<file path="config.mk">
export PLATFORM = sky130hd
export DESIGN_NAME = wb_aperture_arbiter
export DESIGN_NICKNAME = d
export VERILOG_FILES = /design/src/rtl/al4s3b_wb_pkg.sv /design/src/rtl/wb_timeout_counter.sv /design/src/rtl/wb_aperture_arbiter.sv
export SDC_FILE = /design/constraint.sdc
export NUM_CORES = 1
export LEC_CHECK = 0
export ABC_AREA = 1
export CAP_MARGIN = 0
export CORE_MARGIN = 5
export CORE_UTILIZATION = 35
export CTS_BUF_LIST = sky130_fd_sc_hd__clkbuf_4 sky130_fd_sc_hd__clkbuf_8 sky130_fd_sc_hd__clkbuf_16
export DETAILED_ROUTE_END_ITERATION = 10
export PLACE_DENSITY = 0.87
export REMOVE_ABC_BUFFERS = 1
export SYNTH_ARGS = -nofsm -noshare
export SYNTH_HDL_FRONTEND = slang
export SYNTH_SLANG_ARGS = --single-unit
</file>
<file path="constraint.sdc">
create_clock -name WB_CLK -period 1.3 [get_ports WB_CLK]
set_input_delay 0.13 -clock WB_CLK [delete_from_list [all_inputs] [get_ports WB_CLK]]
set_output_delay 0.13 -clock WB_CLK [all_outputs]
set_load 0.005 [all_outputs]
</file>
<file path="src/rtl/al4s3b_wb_pkg.sv">
// Shared constants for the Wishbone client aperture arbiter: client map, FSM states, timeout read value.
// No logic; latency and backpressure are defined by the modules that import it.
package al4s3b_wb_pkg;

    localparam logic [16:0] FAB_REG_BASE = 17'h00000;
    localparam logic [16:0] UART0_BASE   = 17'h01000;
    localparam logic [16:0] QL_RSVD_BASE = 17'h03000;

    localparam int CLIENT_FAB_REG = 0;
    localparam int CLIENT_UART0   = 1;
    localparam int CLIENT_QL_RSVD = 2;
    localparam int NUM_CLIENTS    = 3;

    localparam logic [31:0] DEFAULT_READ_VALUE = 32'hBAD_FAB_AC;

    typedef enum logic [1:0] {
        ST_IDLE = 2'd0,
        ST_WAIT = 2'd1,
        ST_DONE = 2'd2
    } wb_state_t;

endpackage

</file>
<file path="src/rtl/wb_timeout_counter.sv">
// Wait-cycle counter: synchronous clear, count enable, combinational terminal flag.
// Counts on the cycle after enable; no backpressure, the owner stops enabling at terminal.
module wb_timeout_counter #(
    parameter int               WIDTH    = 3,
    parameter logic [WIDTH-1:0] TERMINAL = '1
) (
    input  logic clk,
    input  logic rst,
    input  logic clr,
    input  logic en,
    output logic terminal
);

    logic [WIDTH-1:0] count;

    always_ff @(posedge clk or posedge rst) begin
        if (rst) begin
            count <= '0;
        end else if (clr) begin
            count <= '0;
        end else if (en) begin
            count <= count + 1'b1;
        end
    end

    assign terminal = (count == TERMINAL);

endmodule

</file>
<file path="src/rtl/wb_aperture_arbiter.sv">
// Decodes each Wishbone access to one client, strobes its CYC and returns one registered ack/data.
// Ack 1 cycle after client ack (2 min, 1 access per 3 cycles); unanswered accesses time out.
module wb_aperture_arbiter #(
    parameter int              APERWIDTH                = 17,
    parameter int              APERSIZE                 = 10,
    parameter logic [16:0]     FPGA_REG_BASE_ADDRESS    = al4s3b_wb_pkg::FAB_REG_BASE,
    parameter logic [16:0]     UART0_BASE_ADDRESS       = al4s3b_wb_pkg::UART0_BASE,
    parameter logic [16:0]     QL_RESERVED_BASE_ADDRESS = al4s3b_wb_pkg::QL_RSVD_BASE,
    parameter logic [31:0]     DEFAULT_READ_VALUE       = al4s3b_wb_pkg::DEFAULT_READ_VALUE,
    parameter int              DEFAULT_CNTR_WIDTH       = 3,
    parameter int              DEFAULT_CNTR_TIMEOUT     = 7
) (
    input  logic                 WB_CLK,
    input  logic                 WB_RST,
    input  logic [APERWIDTH-1:0] WBs_ADR_i,
    input  logic                 WBs_CYC_i,
    input  logic                 WBs_STB_i,
    output logic [31:0]          WBs_RD_DAT_o,
    output logic                 WBs_ACK_o,
    output logic [2:0]           client_CYC_o,
    input  logic [2:0]           client_ACK_i,
    input  logic [95:0]          client_RD_DAT_i,
    output logic                 timeout_o,
    output logic [7:0]           timeout_cnt_o
);

    import al4s3b_wb_pkg::*;

    localparam int DEC_LSB = APERSIZE + 2;

    wb_state_t   state;
    logic [2:0]  sel_dec;
    logic        ack_hit;
    logic [31:0] sel_dat;
    logic        cnt_clr;
    logic        cnt_en;
    logic        cnt_terminal;
    logic        unused_adr_lsb;

    assign unused_adr_lsb = ^WBs_ADR_i[DEC_LSB-1:0];

    always_comb begin
        sel_dec = '0;
        sel_dec[CLIENT_FAB_REG] = (WBs_ADR_i[APERWIDTH-1:DEC_LSB] == FPGA_REG_BASE_ADDRESS[APERWIDTH-1:DEC_LSB]);
        sel_dec[CLIENT_UART0]   = (WBs_ADR_i[APERWIDTH-1:DEC_LSB] == UART0_BASE_ADDRESS[APERWIDTH-1:DEC_LSB]);
        sel_dec[CLIENT_QL_RSVD] = (WBs_ADR_i[APERWIDTH-1:DEC_LSB] == QL_RESERVED_BASE_ADDRESS[APERWIDTH-1:DEC_LSB]);
    end

    // client_CYC_o holds the registered one-hot select for the whole WAIT phase.
    assign ack_hit = |(client_ACK_i & client_CYC_o);

    always_comb begin
        sel_dat = '0;
        for (int n = 0; n < NUM_CLIENTS; n++) begin
            if (client_CYC_o[n]) begin
                sel_dat = sel_dat | client_RD_DAT_i[32*n +: 32];
            end
        end
    end

    assign cnt_clr = (state == ST_IDLE) || ((state == ST_WAIT) && !WBs_CYC_i);
    assign cnt_en  = (state == ST_WAIT) && WBs_CYC_i && !ack_hit && !cnt_terminal;

    wb_timeout_counter #(
        .WIDTH    (DEFAULT_CNTR_WIDTH),
        .TERMINAL (DEFAULT_CNTR_WIDTH'(DEFAULT_CNTR_TIMEOUT))
    ) u_timeout_counter (
        .clk      (WB_CLK),
        .rst      (WB_RST),
        .clr      (cnt_clr),
        .en       (cnt_en),
        .terminal (cnt_terminal)
    );

    always_ff @(posedge WB_CLK or posedge WB_RST) begin
        if (WB_RST) begin
            state         <= ST_IDLE;
            WBs_ACK_o     <= 1'b0;
            WBs_RD_DAT_o  <= '0;
            client_CYC_o  <= '0;
            timeout_o     <= 1'b0;
            timeout_cnt_o <= '0;
        end else begin
            WBs_ACK_o <= 1'b0;
            timeout_o <= 1'b0;
            case (state)
                ST_IDLE: begin
                    if (WBs_CYC_i && WBs_STB_i) begin
                        client_CYC_o <= sel_dec;
                        state        <= ST_WAIT;
                    end
                end
                ST_WAIT: begin
                    if (!WBs_CYC_i) begin
                        client_CYC_o <= '0;
                        state        <= ST_IDLE;
                    end else if (ack_hit) begin
                        WBs_ACK_o    <= 1'b1;
                        WBs_RD_DAT_o <= sel_dat;
                        client_CYC_o <= '0;
                        state        <= ST_DONE;
                    end else if (cnt_terminal) begin
                        WBs_ACK_o    <= 1'b1;
                        WBs_RD_DAT_o <= DEFAULT_READ_VALUE;
                        timeout_o    <= 1'b1;
                        if (timeout_cnt_o != 8'hFF) begin
                            timeout_cnt_o <= timeout_cnt_o + 8'd1;
                        end
                        client_CYC_o <= '0;
                        state        <= ST_DONE;
                    end
                end
                ST_DONE: begin
                    state <= ST_IDLE;
                end
                default: begin
                    client_CYC_o <= '0;
                    state        <= ST_IDLE;
                end
            endcase
        end
    end

endmodule

</file>
**Run 1: met1 routing**

Scale bar: 20 µm. Supply wires on this layer in grey.
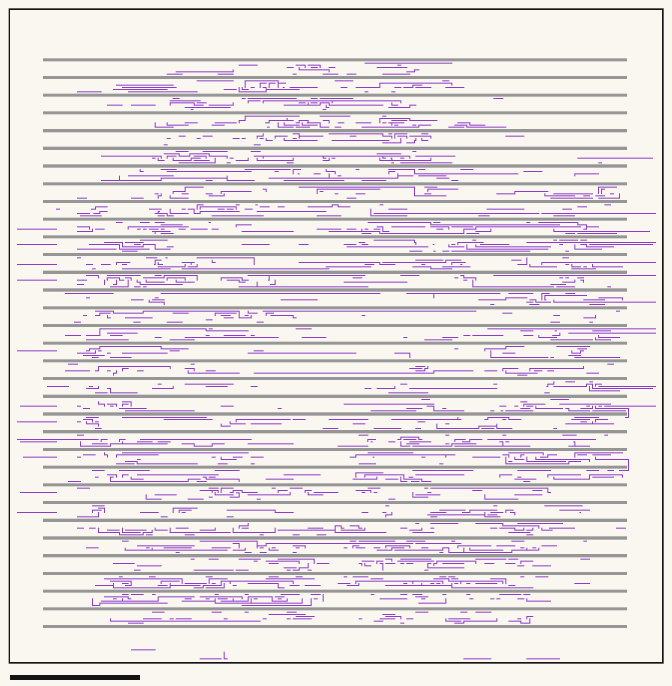
main direction: horizontal
nets with wire on the layer: 623
share of all routed wire: 38%
wire length on this layer: 3880 µm
DRT Wirelength: 10100 µm
met1 GRT Util: 0.215

**Run 1: the metal 2 layer**

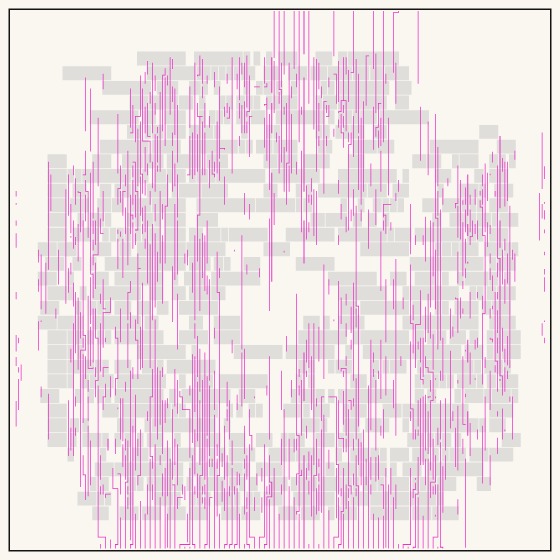
nets with wire on the layer: 575
wire length on this layer: 5420 µm
share of all routed wire: 53%
via count: 3263
M2 GR Usage: 0.379

==> impl_metrics.env, run 1 <==
# physical design summary
export IMPL_status="finished, violations left"
export IMPL_violations="negative setup slack"
export IMPL_dp_slack_ns=-0.207
export IMPL_warning_count=40
export IMPL_fillers=658
export IMPL_largest_area_cell="dfrtp_1"
export IMPL_aoi_share=0.0480
export IMPL_cap_violations=0
export IMPL_area_growth_pct=80.5
export IMPL_yosysWarnings=0
export IMPL_ys_types=22
export IMPL_drive_gt1_frac=0.159
export IMPL_synthArstFlopShare=1.00
export IMPL_combGateArea_um2=1470
export IMPL_cts_tree="done"
export IMPL_period_used=1.12
export IMPL_grt_pass1_wl_um=16000
export IMPL_setup_violations=50
export IMPL_synth_edff_count=0
export IMPL_fin_ws_ns=-0.160
export IMPL_worst_pin_slew_ns=0.336
export IMPL_dp_cells=664
export IMPL_fin_util=0.657
export IMPL_routedWlPerCell_um=14.5
export IMPL_ys_sh_mux=0
export IMPL_place_area_um2=4580
export IMPL_r2r_end="WBs_RD_DAT_o[9]"
export IMPL_diodes=0
export IMPL_root_buffer="clkbuf_8"
export IMPL_yosysChipArea_um2=2840
export IMPL_regArea_um2=1250
export IMPL_rsz0062_at_grt="true"
export IMPL_hold_viol=0
export IMPL_fmax_mhz=685
export IMPL_hold_class="primary input to asynchronous set/reset pin"
export IMPL_worstSetupEndpoint="WBs_RD_DAT_o[9]"
export IMPL_gp_congestion=0.839
export IMPL_simple_gate_area_frac=0.396
export IMPL_die_w_um=100
export IMPL_whs_ns=0.205
export IMPL_grt_use_total=0.198
export IMPL_clk_pin_slew_ns=0.09
export IMPL_fa_ha_area_frac=0.0176
export IMPL_initial_core_util=0.364
export IMPL_postSynthSeqShare=0.440
export IMPL_post_dp_hpwl_um=7390
export IMPL_logic_family="simple AND/OR/NAND/NOR gates"
export IMPL_finalMaxSlewViolations=0
**Run 1: met3 routing**

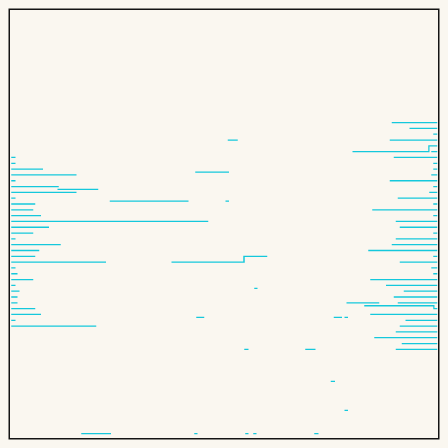
share of all routed wire: 6.0%
longest straight run: 45.8 µm
main direction: horizontal
nets with wire on the layer: 80
met3 Usage GRT: 0.0431

**Run 1: signal wires on met4**

Scale bar: 20 µm. Supply wires on this layer in grey.
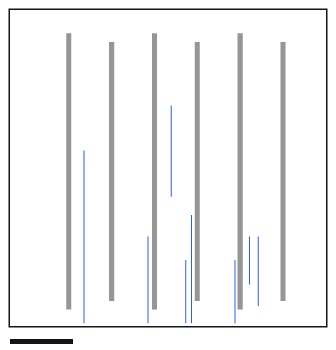
share of all routed wire: 2.2%
wire length on this layer: 220 µm
nets with wire on the layer: 8
longest straight run: 54.4 µm

run 1: flip-flops by register name (all words and copies together) (netlist names):
name / count
state: 2
timeout_cnt_o: 8
timeout_o: 1
client_CYC_o: 3
WBs_ACK_o: 1
WBs_RD_DAT_o: 32
u_timeout_counter.count: 3
run 1: critical path, stage by stage (launching register included):
cell and delay (ns):
dfrtp_1 0.43, ha_4 0.18, ha_2 0.20, o21ai_4 0.20, buf_12 0.15, clkbuf_16 0.14, a21oi_1 0.06
run 1: metal layers:
layer / share of wire / global-route usage / up-vias
met1: 0.38 / 0.215 / 1527
li1: - / - / 1625
met4: 0.022 / 0.0632 / 0
met2: 0.53 / 0.379 / 93
met3: 0.060 / 0.0431 / 18
met5: 0 / 0 / -
run 1: timing repair:
| action | CTS | global route |
|---|---|---|
| pin swaps | 9 | 14 |
| endpoints found under the setup margin | 88 | 56 |
| resized | 72 | 20 |
| cloned | 3 | 2 |
| buffers inserted | 16 | 7 |
run 1: layout make-up:
type,count,share of cell area
flip-flops and latches,50,0.244
clock inverters,2,0.0117
multi-input cells,302,0.286
inverters,39,0.0285
repair buffers,198,0.389
well taps,102,0.0249
clock buffers,6,0.0161
run 1: cells in the final DEF (no fill, tap or decap), drive strengths merged:
cell and n:
nand2 190, clkdlybuf4s50 108, dfrtp 50, buf 43, nand3 41, inv 39
dlygate4sd2 37, nor2 33, a21oi 21, clkbuf 8, dlymetal6s2s 7, o21ai 4
ha 4, nand3b 3, xnor2 2, nand4 2, bufinv 2, nor3 1
xor2 1, bufbuf 1
run 1: power breakdown:
part,switching [mW],internal [mW],leakage [nW]
clock,0.509,0.820,0.0714
combinational,0.355,0.599,2.04
sequential,0.0760,1.70,0.600
==> inputs of run 2 (changes only) <==
Settings changed: CTS_CLUSTER_SIZE set to 12.
**Run 2: routing congestion map**

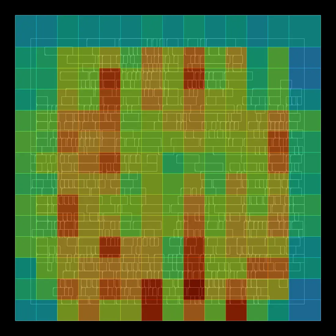
WL/cell: 14.5 µm
GR peak layer: met2

**Run 2: met3 routing**

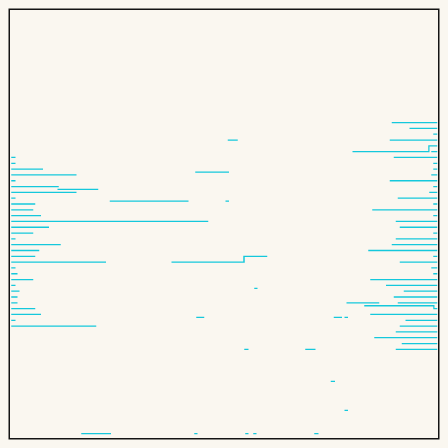
share of all routed wire: 6.0%
longest straight run: 45.8 µm
wire length on this layer: 609 µm
main direction: horizontal
nets with wire on the layer: 80

==> impl_metrics.env, run 2 <==
# physical design summary
export IMPL_status="finished, violations left"
export IMPL_violations="negative setup slack"
export IMPL_max_flop_register="WBs_RD_DAT_o"
export IMPL_hold_class="primary input to asynchronous set/reset pin"
export IMPL_crit_type="register to register"
export IMPL_setup_violations=50
export IMPL_cap_violations=0
export IMPL_drt_total_wl_um=10100
export IMPL_ant_nets=0
export IMPL_crit_slowest_cell="dfrtp_1"
export IMPL_met2WireLength_um=5410
export IMPL_dp_slack_ns=-0.207
export IMPL_grt_pass1_wl_um=16000
export IMPL_gp_congestion=0.839
export IMPL_yosysWarnings=0
export IMPL_highest_layer="met4"
export IMPL_grt_overflow=0
export IMPL_cts_tree="done"
export IMPL_post_dp_hpwl_um=7390
export IMPL_largest_area_cell="dfrtp_1"
export IMPL_fmax_mhz=685
export IMPL_grt_max_degree=28
export IMPL_initial_core_util=0.364
export IMPL_dp_cells=664
export IMPL_period_used=1.12
export IMPL_synth_edff_count=0
export IMPL_power_frac_seq=0.438
export IMPL_pg_clk_mw=1.33
export IMPL_critPathArrivalTime_ns=1.65
export IMPL_die_w_um=100
export IMPL_rsz0062_at_grt="true"
export IMPL_top_power_group="registers"
export IMPL_required_ns=1.49
export IMPL_yosysChipArea_um2=2840
export IMPL_numPortBuffers=152
export IMPL_warning_count=40
export IMPL_area_growth_pct=80.5
export IMPL_grt_use_total=0.198
export IMPL_p_sw_frac=0.231
export IMPL_clk_pin_slew_ns=0.09
export IMPL_intPower_mw=3.12
export IMPL_hold_viol=0
export IMPL_worst_pin_slew_ns=0.336
export IMPL_flop_cell="dfrtp_1"
export IMPL_root_buffer="clkbuf_8"
export IMPL_regArea_um2=1250
export IMPL_whs_ns=0.205
export IMPL_reg_top3="WBs_RD_DAT_o: 32 flops, timeout_cnt_o: 8 flops"
export IMPL_drive_gt1_frac=0.159
export IMPL_vias=3263
export IMPL_fillers=658
export IMPL_lay_top_cells="178 x nand2_1, 108 x clkdlybuf4s50_1, 48 x dfrtp_1"
export IMPL_fin_util=0.657
export IMPL_synthArstFlopShare=1.00
export IMPL_ys_types=22
export IMPL_critPathMaxStageDelay_ns=0.43
export IMPL_finalMaxSlewViolations=0
export IMPL_lay_top_count="nand2_1"
export IMPL_dr_wl_met3_um=608
export IMPL_fin_ws_ns=-0.160
export IMPL_postSynthSeqShare=0.440
export IMPL_largest_reg_flops=32
export IMPL_combGateArea_um2=1470
export IMPL_clkPwrFrac=0.327
export IMPL_m1WireLength_um=3880
export IMPL_switchingPower_mw=0.940
export IMPL_cts_sinks=50
export IMPL_p_comb_mw=0.954
export IMPL_sequentialPower_mw=1.78
export IMPL_ioPinCount=165
export IMPL_combPwrFrac=0.235
-- run 2: final cells by class --
| type | count | area share |
|---|---|---|
| timing repair buffer | 198 | 0.389 |
| multi-input combinational | 302 | 0.286 |
| sequential | 50 | 0.244 |
| clock buffer | 6 | 0.0161 |
| tap | 102 | 0.0249 |
| clock inverter | 2 | 0.0117 |
| inverter | 39 | 0.0285 |
-- run 2: path summary, 6_finish.rpt --
check	from	end	depth (start not counted)
setup reg to reg	u_timeout_counter.count[0]	WBs_RD_DAT_o[9]	6
max in group asynchronous	WB_RST	WBs_RD_DAT_o[10]	3
min in group WB_CLK	WBs_ADR_i[13]	client_CYC_o[2]	3
hold / removal	WB_RST	timeout_cnt_o[1]	3
hold reg to reg	WBs_RD_DAT_o[21]	WBs_RD_DAT_o[21]	2
setup / recovery	u_timeout_counter.count[0]	WBs_RD_DAT_o[9]	6
-- run 2: worst max-delay path: cells and delay by family, from the launching register on --
family                   cells  cell delay, ns
buffers and inverters        2            0.29
AND-OR/OR-AND                2            0.26
adder cells (fa/ha/maj)      2            0.38
flip-flops                   1            0.43
-- run 2: repair_timing --
action	CTS	global route
buffers inserted	16	7
hold buffers	0	0
setup endpoints to repair	88	56
cloned	3	2
gates resized	72	20
pin swaps	9	14
-- run 2: cell families after synthesis --
group	share of synthesized area
compound gates	0.0480
simple gates	0.396
flops	0.440
xor+xnor	0.00924
buf+inv	0.0893
fa+ha+maj	0.0176
-- run 2: routing by layer --
| metal | vias up | global-route usage |
|---|---|---|
| met5 | - | 0 |
| met4 | 0 | 0.0632 |
| li1 | 1625 | - |
| met2 | 93 | 0.379 |
| met3 | 18 | 0.0431 |
| met1 | 1527 | 0.215 |
Power figures rest on the tool's default switching activity, not on a simulated workload.
